Figure 1. Gate-type map.
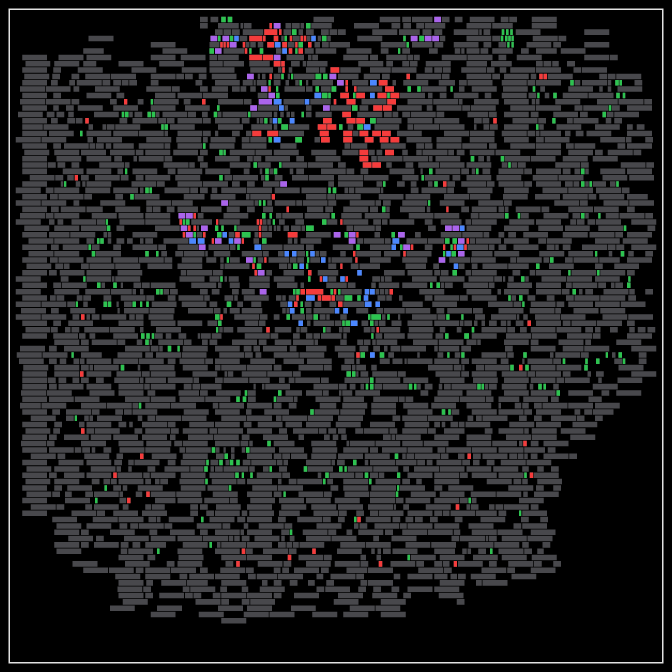
Figure 2. Placement by cell class.
The bar under the picture is 100 um long.
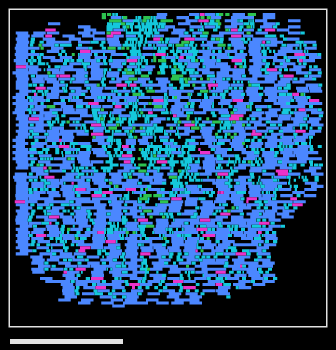
Figure 3. Sequential cells colored by netlist name.
The bar under the picture is 100 um long.
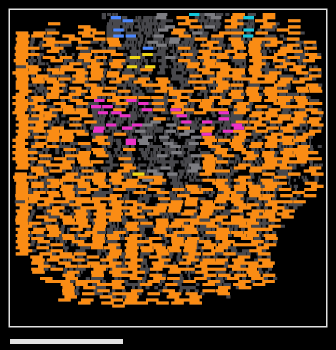
**config.mk**
```make
export PLATFORM = sky130hd
export DESIGN_NAME = song_recorder_flat
export DESIGN_NICKNAME = d
export VERILOG_FILES = /design/src/rtl/piano_pkg.sv /design/src/rtl/song_recorder_if.sv /design/src/rtl/note_buffer.sv /design/src/rtl/song_recorder.sv /design/src/flat_wrapper.sv
export SDC_FILE = /design/constraint.sdc
export NUM_CORES = 1
export LEC_CHECK = 0
export ABC_CLOCK_PERIOD_IN_PS = 4950
export CORE_MARGIN = 2
export CORE_UTILIZATION = 56
export CTS_CLUSTER_DIAMETER = 60
export CTS_CLUSTER_SIZE = 25
export DETAILED_ROUTE_END_ITERATION = 6
export GPL_ROUTABILITY_DRIVEN = 0
export PLACE_DENSITY = 0.72
export SYNTH_ARGS = -nofsm -noshare
export SYNTH_HDL_FRONTEND = slang
export SYNTH_HIERARCHICAL = 1
export SYNTH_SLANG_ARGS = --single-unit
```
**constraint.sdc**
```tcl
create_clock -name clk -period 4.95 [get_ports clk]
set_input_delay 0.7425 -clock clk [delete_from_list [all_inputs] [get_ports clk]]
set_output_delay 0.7425 -clock clk [all_outputs]
set_load 0.005 [all_outputs]
```
**src/rtl/piano_pkg.sv**
```systemverilog
// rtl/piano_pkg.sv - shared key width and recorder FSM state encoding
package piano_pkg;

  localparam int KEY_W = 4;

  typedef enum logic [2:0] {
    IDLE      = 3'd0,
    REC_ARMED = 3'd1,
    REC_HOLD  = 3'd2,
    PLAY_NOTE = 3'd3,
    PLAY_GAP  = 3'd4
  } state_t;

endpackage

```
**src/rtl/song_recorder_if.sv**
```systemverilog
// rtl/song_recorder_if.sv - live keyboard, control pulses and playback outputs of the recorder
interface song_recorder_if
  import piano_pkg::*;
#(
  parameter int DEPTH = 32
) ();

  localparam int CNT_W = $clog2(DEPTH) + 1;

  logic             key_on_in;
  logic [KEY_W-1:0] key_in;
  logic             rec_start;
  logic             play_start;
  logic             stop;
  logic             key_on;
  logic [KEY_W-1:0] key;
  logic             recording;
  logic             playing;
  logic             full;
  logic [CNT_W-1:0] note_count;
  logic             play_done;

  modport master (
    output key_on_in, key_in, rec_start, play_start, stop,
    input  key_on, key, recording, playing, full, note_count, play_done
  );

  modport slave (
    input  key_on_in, key_in, rec_start, play_start, stop,
    output key_on, key, recording, playing, full, note_count, play_done
  );

endinterface

```
**src/rtl/note_buffer.sv**
```systemverilog
// rtl/note_buffer.sv - note storage, one synchronous write port and one combinational read port
module note_buffer #(
  parameter int DEPTH = 32,
  parameter int AW    = 5,
  parameter int WIDTH = 30
) (
  input  logic             i_clk,
  input  logic             i_wr_en,
  input  logic [AW-1:0]    i_wr_addr,
  input  logic [WIDTH-1:0] i_wr_data,
  input  logic [AW-1:0]    i_rd_addr,
  output logic [WIDTH-1:0] o_rd_data
);

  // contents are deliberately not reset; readers gate on note_count
  logic [WIDTH-1:0] r_mem [DEPTH];

  always_ff @(posedge i_clk) begin
    if (i_wr_en) begin
      r_mem[i_wr_addr] <= i_wr_data;
    end
  end

  assign o_rd_data = r_mem[i_rd_addr];

endmodule

```
**src/rtl/song_recorder.sv**
```systemverilog
// rtl/song_recorder.sv - records key presses with durations and replays them with a fixed gap
module song_recorder
  import piano_pkg::*;
#(
  parameter int DEPTH = 32,
  parameter int DUR_W = 26,
  parameter int GAP   = 1
) (
  input  logic            clk,
  input  logic            rst,
  song_recorder_if.slave  bus
);

  localparam int PTR_W = (DEPTH > 1) ? $clog2(DEPTH) : 1;
  localparam int CNT_W = $clog2(DEPTH) + 1;
  localparam int GAP_W = (GAP > 1) ? $clog2(GAP + 1) : 1;
  localparam int ENT_W = KEY_W + DUR_W;
  localparam logic [DUR_W-1:0] DUR_MAX = '1;

  state_t           r_state;
  state_t           w_state_next;
  logic [PTR_W-1:0] r_wr_ptr;
  logic [PTR_W-1:0] r_rd_ptr;
  logic [CNT_W-1:0] r_count;
  logic [KEY_W-1:0] r_rec_key;
  logic [KEY_W-1:0] r_key_hold;
  logic [DUR_W-1:0] r_rec_dur;
  logic [DUR_W-1:0] r_play_cnt;
  logic [GAP_W-1:0] r_gap_cnt;
  logic             r_play_done;

  logic             w_key_changed;
  logic             w_commit;
  logic             w_last_slot;
  logic             w_note_end;
  logic             w_gap_end;
  logic             w_last_note;
  logic [ENT_W-1:0] w_wr_data;
  logic [ENT_W-1:0] w_rd_data;
  logic [KEY_W-1:0] w_rd_key;
  logic [DUR_W-1:0] w_rd_dur;

  assign w_key_changed = bus.key_on_in && (bus.key_in != r_rec_key);
  assign w_commit      = (r_state == REC_HOLD) && (bus.stop || !bus.key_on_in || w_key_changed);
  assign w_last_slot   = (r_count == CNT_W'(DEPTH - 1));
  assign w_wr_data     = {r_rec_key, r_rec_dur};
  assign w_rd_key      = w_rd_data[ENT_W-1:DUR_W];
  assign w_rd_dur      = w_rd_data[DUR_W-1:0];
  assign w_note_end    = (r_play_cnt >= w_rd_dur);
  assign w_gap_end     = (r_gap_cnt >= GAP_W'(GAP));
  assign w_last_note   = (CNT_W'(r_rd_ptr) == (r_count - CNT_W'(1)));

  note_buffer #(
    .DEPTH (DEPTH),
    .AW    (PTR_W),
    .WIDTH (ENT_W)
  ) u_note_buffer (
    .i_clk     (clk),
    .i_wr_en   (w_commit),
    .i_wr_addr (r_wr_ptr),
    .i_wr_data (w_wr_data),
    .i_rd_addr (r_rd_ptr),
    .o_rd_data (w_rd_data)
  );

  always_ff @(posedge clk or posedge rst) begin
    if (rst) begin
      r_state <= IDLE;
    end else begin
      r_state <= w_state_next;
    end
  end

  always_comb begin
    w_state_next = r_state;
    case (r_state)
      IDLE: begin
        if (bus.rec_start) begin
          w_state_next = REC_ARMED;
        end else if (bus.play_start && (r_count != '0)) begin
          w_state_next = PLAY_NOTE;
        end
      end
      REC_ARMED: begin
        if (bus.stop) begin
          w_state_next = IDLE;
        end else if (bus.key_on_in) begin
          w_state_next = REC_HOLD;
        end
      end
      REC_HOLD: begin
        // a key change commits and keeps holding, so only release leaves to REC_ARMED
        if (w_commit) begin
          if (w_last_slot || bus.stop) begin
            w_state_next = IDLE;
          end else if (!bus.key_on_in) begin
            w_state_next = REC_ARMED;
          end
        end
      end
      PLAY_NOTE: begin
        if (bus.stop) begin
          w_state_next = IDLE;
        end else if (w_note_end) begin
          w_state_next = PLAY_GAP;
        end
      end
      PLAY_GAP: begin
        if (bus.stop) begin
          w_state_next = IDLE;
        end else if (w_gap_end) begin
          w_state_next = w_last_note ? IDLE : PLAY_NOTE;
        end
      end
      default: w_state_next = IDLE;
    endcase
  end

  always_ff @(posedge clk or posedge rst) begin
    if (rst) begin
      r_wr_ptr    <= '0;
      r_rd_ptr    <= '0;
      r_count     <= '0;
      r_rec_key   <= '0;
      r_key_hold  <= '0;
      r_rec_dur   <= '0;
      r_play_cnt  <= '0;
      r_gap_cnt   <= '0;
      r_play_done <= 1'b0;
    end else begin
      r_play_done <= 1'b0;
      case (r_state)
        IDLE: begin
          if (bus.rec_start) begin
            r_count  <= '0;
            r_wr_ptr <= '0;
          end else if (bus.play_start && (r_count != '0)) begin
            r_rd_ptr   <= '0;
            r_play_cnt <= DUR_W'(1);
          end
        end
        REC_ARMED: begin
          if (!bus.stop && bus.key_on_in) begin
            r_rec_key <= bus.key_in;
            r_rec_dur <= DUR_W'(1);
          end
        end
        REC_HOLD: begin
          if (w_commit) begin
            r_wr_ptr <= r_wr_ptr + PTR_W'(1);
            r_count  <= r_count + CNT_W'(1);
            if (w_key_changed && !bus.stop) begin
              r_rec_key <= bus.key_in;
              r_rec_dur <= DUR_W'(1);
            end
          end else if (r_rec_dur != DUR_MAX) begin
            r_rec_dur <= r_rec_dur + DUR_W'(1);
          end
        end
        PLAY_NOTE: begin
          r_key_hold <= w_rd_key;
          if (w_note_end) begin
            r_gap_cnt <= GAP_W'(1);
          end else begin
            r_play_cnt <= r_play_cnt + DUR_W'(1);
          end
        end
        PLAY_GAP: begin
          if (!bus.stop && w_gap_end) begin
            if (w_last_note) begin
              r_play_done <= 1'b1;
            end else begin
              r_rd_ptr   <= r_rd_ptr + PTR_W'(1);
              r_play_cnt <= DUR_W'(1);
            end
          end else begin
            r_gap_cnt <= r_gap_cnt + GAP_W'(1);
          end
        end
        default: ;
      endcase
    end
  end

  // key reads the buffer only while a note sounds; otherwise the last played key is held
  always_comb begin
    bus.key_on     = (r_state == PLAY_NOTE);
    bus.key        = (r_state == PLAY_NOTE) ? w_rd_key : r_key_hold;
    bus.recording  = (r_state == REC_ARMED) || (r_state == REC_HOLD);
    bus.playing    = (r_state == PLAY_NOTE) || (r_state == PLAY_GAP);
    bus.full       = (r_count == CNT_W'(DEPTH));
    bus.note_count = r_count;
    bus.play_done  = r_play_done;
  end

endmodule

```
**src/flat_wrapper.sv**
```systemverilog
// flat-port wrapper written by rule: the top's interface ports become plain ports
module song_recorder_flat import piano_pkg::*;
#(
  parameter int DEPTH = 32,
  parameter int DUR_W = 26,
  parameter int GAP   = 1
)
  (clk, rst, bus_key_on_in, bus_key_in, bus_rec_start, bus_play_start, bus_stop, bus_key_on, bus_key, bus_recording, bus_playing, bus_full, bus_note_count, bus_play_done);
  song_recorder_if #(.DEPTH(DEPTH)) bus_i ();
  input  logic clk;
  input  logic rst;
  input wire logic [$bits(bus_i.key_on_in)-1:0] bus_key_on_in;
  input wire logic [$bits(bus_i.key_in)-1:0] bus_key_in;
  input wire logic [$bits(bus_i.rec_start)-1:0] bus_rec_start;
  input wire logic [$bits(bus_i.play_start)-1:0] bus_play_start;
  input wire logic [$bits(bus_i.stop)-1:0] bus_stop;
  output wire logic [$bits(bus_i.key_on)-1:0] bus_key_on;
  output wire logic [$bits(bus_i.key)-1:0] bus_key;
  output wire logic [$bits(bus_i.recording)-1:0] bus_recording;
  output wire logic [$bits(bus_i.playing)-1:0] bus_playing;
  output wire logic [$bits(bus_i.full)-1:0] bus_full;
  output wire logic [$bits(bus_i.note_count)-1:0] bus_note_count;
  output wire logic [$bits(bus_i.play_done)-1:0] bus_play_done;
  assign bus_i.key_on_in = bus_key_on_in;
  assign bus_i.key_in = bus_key_in;
  assign bus_i.rec_start = bus_rec_start;
  assign bus_i.play_start = bus_play_start;
  assign bus_i.stop = bus_stop;
  assign bus_key_on = bus_i.key_on;
  assign bus_key = bus_i.key;
  assign bus_recording = bus_i.recording;
  assign bus_playing = bus_i.playing;
  assign bus_full = bus_i.full;
  assign bus_note_count = bus_i.note_count;
  assign bus_play_done = bus_i.play_done;
  song_recorder #(.DEPTH(DEPTH), .DUR_W(DUR_W), .GAP(GAP)) u_core (.clk(clk), .rst(rst), .bus(bus_i));
endmodule
```
==> ci_impl_report.md <==
## Synthesis and layout report

| Metric | Value |
|---|---|
| Outcome | finished clean |
| Data-path buffer share of cell area in the final layout | 3.10% |
| Final-layout clock-cell area share | 4.37% |
| Share of post-route cells with drive strength above 1 | 10.2% |
| Area taken by flip-flops and latches | 30,900 um2 |
| Hold WC Path Type | reg2reg |
| Initial cell density of the core | 56.4% |
| Endpoint type of the worst setup path | flop |
| Net load switching power | 0.00690 W |
| Sequential Power | 0.0103 W |
| Yosys top cell by area | sky130_fd_sc_hd__edfxtp_1 |
| Number of ports placed on the die boundary | 25 |
| Primary flip-flop cell chosen by synthesis mapping | sky130_fd_sc_hd__edfxtp_1 |
| Category of the critical setup timing path | reg2reg |
| Clock sinks | 1,041 |
| Insertion delay to the later sink of the worst-skew pair | 0.66 ns |
| Most instantiated library cell after synthesis | sky130_fd_sc_hd__edfxtp_1 |
| Registers with the most flip-flops | u_core/u_note_buffer/r_mem x960, u_core/r_play_cnt x26, u_core/r_rec_dur x26 |
| Critical path arrival | 5.18 ns |
| Flip-flops with a built-in enable | 960 |
| Worst Skew | 0.0311 ns |
| RSZ-0062 raised after global routing | no |
| Top cell by count, worst path | sky130_fd_sc_hd__nand3_1 |
| Flip-flop count of the largest register, all copies and words added | 960 |
| Number of nets at floorplan | 2,699 |
| Post-synth top area share | 67.5% |
| Sum of met3 wire segment lengths after detailed routing | 8.53 mm |
| CP bufs+invs | 2 |
| Core utilization of the finished layout | 61.8% |
| Register ranked first by flip-flop count | u_core/u_note_buffer/r_mem |
| DRC viols | 0 |
| Combinational share of cell area | 23.7% |
| Number of well-tap cells placed | 978 |
| Post-CTS Setup Inserts | 0 |
| Maximum fanout encountered on the critical timing path | 124 |
| Switching fraction of total power | 31.8% |
| Sequential cell fraction of total power | 47.5% |
| Cell-by-cell trace of the critical path | buf_12, mux2i_1, a22oi_1, nand3_1, nand3_1, inv_1, ha_1, nand2_1, o21ai_0, nand2b_1, o41a_1, a21oi_2, a21oi_4, a221o_1 |
| Antenna cells | 0 |
| Standard-cell rows | 101 |
| Final critical-path setup slack | 0.363 ns |
| CP Data Required Time | 5.54 ns |
| Via/cell ratio | 6.47 |
| Number of nets in the layout | 2,761 |
| Combinational logic power | 0.00580 W |
| Post-synthesis sequential area ratio | 72.3% |
| Clk. pwr | 0.00558 W |
| Post-layout total power | 0.0217 W |
| Peak supply drop | 0.000416 V |
| Drt initial violations | 2,708 |
| Worst-case reg-to-reg path depth | 14 |
| Dpl ws | 0.522 ns |
| Max-Cap Viols | 0 |
| Number of buffers created by CTS | 59 |
| Busiest layer in global routing | met2 |
| FFs w/ async S/R, synth | 7.78% |
| Area share of xor/xnor cells in the synthesized design | 0.859% |
| Total standard cell area after synthesis | 42,700 um2 |
| Final sequential cell count | 1,041 |
| Clock-pin slew reported for the worst setup and hold paths after clock tree synthesis | 0.09 ns |
| Commonest Layout Cell | sky130_fd_sc_hd__edfxtp_1 |
| Summed negative setup slack over all endpoints | 0 ns |
| Clock root buffer | sky130_fd_sc_hd__clkbuf_16 |
| Source of the worst hold timing path | u_core/r_key_hold[1]$_DFF_PP0_ |
| Chip footprint | 78,500 um2 |
| Capturing instance or port of the critical path | u_core/r_play_cnt[14]$_DFFE_PP0P_ |
| Layout clock buffer count | 66 |
| TritonRoute pass-1 iters | 7 |
| Final Max Slew Viols | 0 |
| Commonest cells in the synthesized netlist | 960 x sky130_fd_sc_hd__edfxtp_1, 482 x sky130_fd_sc_hd__mux2i_1, 143 x sky130_fd_sc_hd__nand2_1 |
| Top cell class by occupied area | sequential cells |
| Area inside the core boundary | 75,700 um2 |
| Area growth syn-to-layout | 9.56% |
| Post-route fraction of the period consumed by the critical path | 92.7% |
| Share of power burned in the clock network | 25.7% |
| Final cell area excluding filler cells | 46,800 um2 |
| Routed length on met2 | 50.7 mm |
| RR Endpoint | u_core/r_play_cnt[14]$_DFFE_PP0P_ |
| Number of cells in the yosys synthesis report | 2,656 |
| Initial antenna violation count | 0 |
| Post-cts gate resize count | 0 |
| Endpoints failing setup | 0 |
| Count of hold buffers inserted by post-cts repair | 0 |
| Met3 Track Usage GR | 4.12% |
| Logic area | 11,100 um2 |
| Adder and majority gate portion of the synthesized area | 0.967% |
| Start point of the critical path | u_core/r_rd_ptr[0]$_DFFE_PP0P_ |
| Family with the most delay on the worst path | AND-OR/OR-AND gates |
| Relative max-transition margin | 20.9% |
| Fraction of met2 tracks used by global routing | 43.7% |
| Maximum clock frequency | 218 MHz |
| Number of nets still failing antenna checks after routing | 0 |
| Count of non-CTS buffers in the layout | 140 |
| Global route total overflow | 0 |
| Internal Power | 0.0148 W |
| Most numerous logic cells after layout | 960 x sky130_fd_sc_hd__edfxtp_1, 482 x sky130_fd_sc_hd__mux2i_1, 143 x sky130_fd_sc_hd__nand2_1 |
| Post-Place Cells | 3,636 |
| Clock tree from TritonCTS | built |
| Synthesis Warnings | 6 |
| Launching element type of the critical path | flop |
| Distinct lib cells used | 77 |
| Chip Area, Yosys | 42,700 um2 |
| Main logic family after synthesis | multiplexers |
| Multi-input gate count | 1,439 |
| Leakage power | 15.1 nW |
| Transition time of the tightest slew-check pin | 1.19 ns |
| Critical register-to-register path startpoint | u_core/r_rd_ptr[0]$_DFFE_PP0P_ |
| Power density cells | 464 nW/um2 |
## Picture notes: Figure 1
| color | family | cells |
|---|---|---|
| blue | AND and OR gates | 46 |
| purple | XOR/XNOR gates | 41 |
| red | NOR gates | 143 |
| green | NAND gates | 293 |

## Picture notes: Figure 2
| color | class | cells |
|---|---|---|
| magenta | clock drivers and dummy loads | 103 |
| blue | flops | 1,041 |
| green | other buffers and delay cells | 140 |
| cyan | combinational and other logic | 1,476 |

## Picture notes: Figure 3
| color | name in the netlist | sequential cells |
|---|---|---|
| magenta | u_core/r_rec_dur | 26 |
| yellow | u_core/r_rd_ptr | 5 |
| cyan | u_core/r_key_hold | 4 |
| orange | u_core/u_note_buffer/r_mem | 960 |
| blue | u_core/bus.note_count | 6 |
not colored: 40

Power figures rest on the tool's default switching activity, not on a simulated workload.
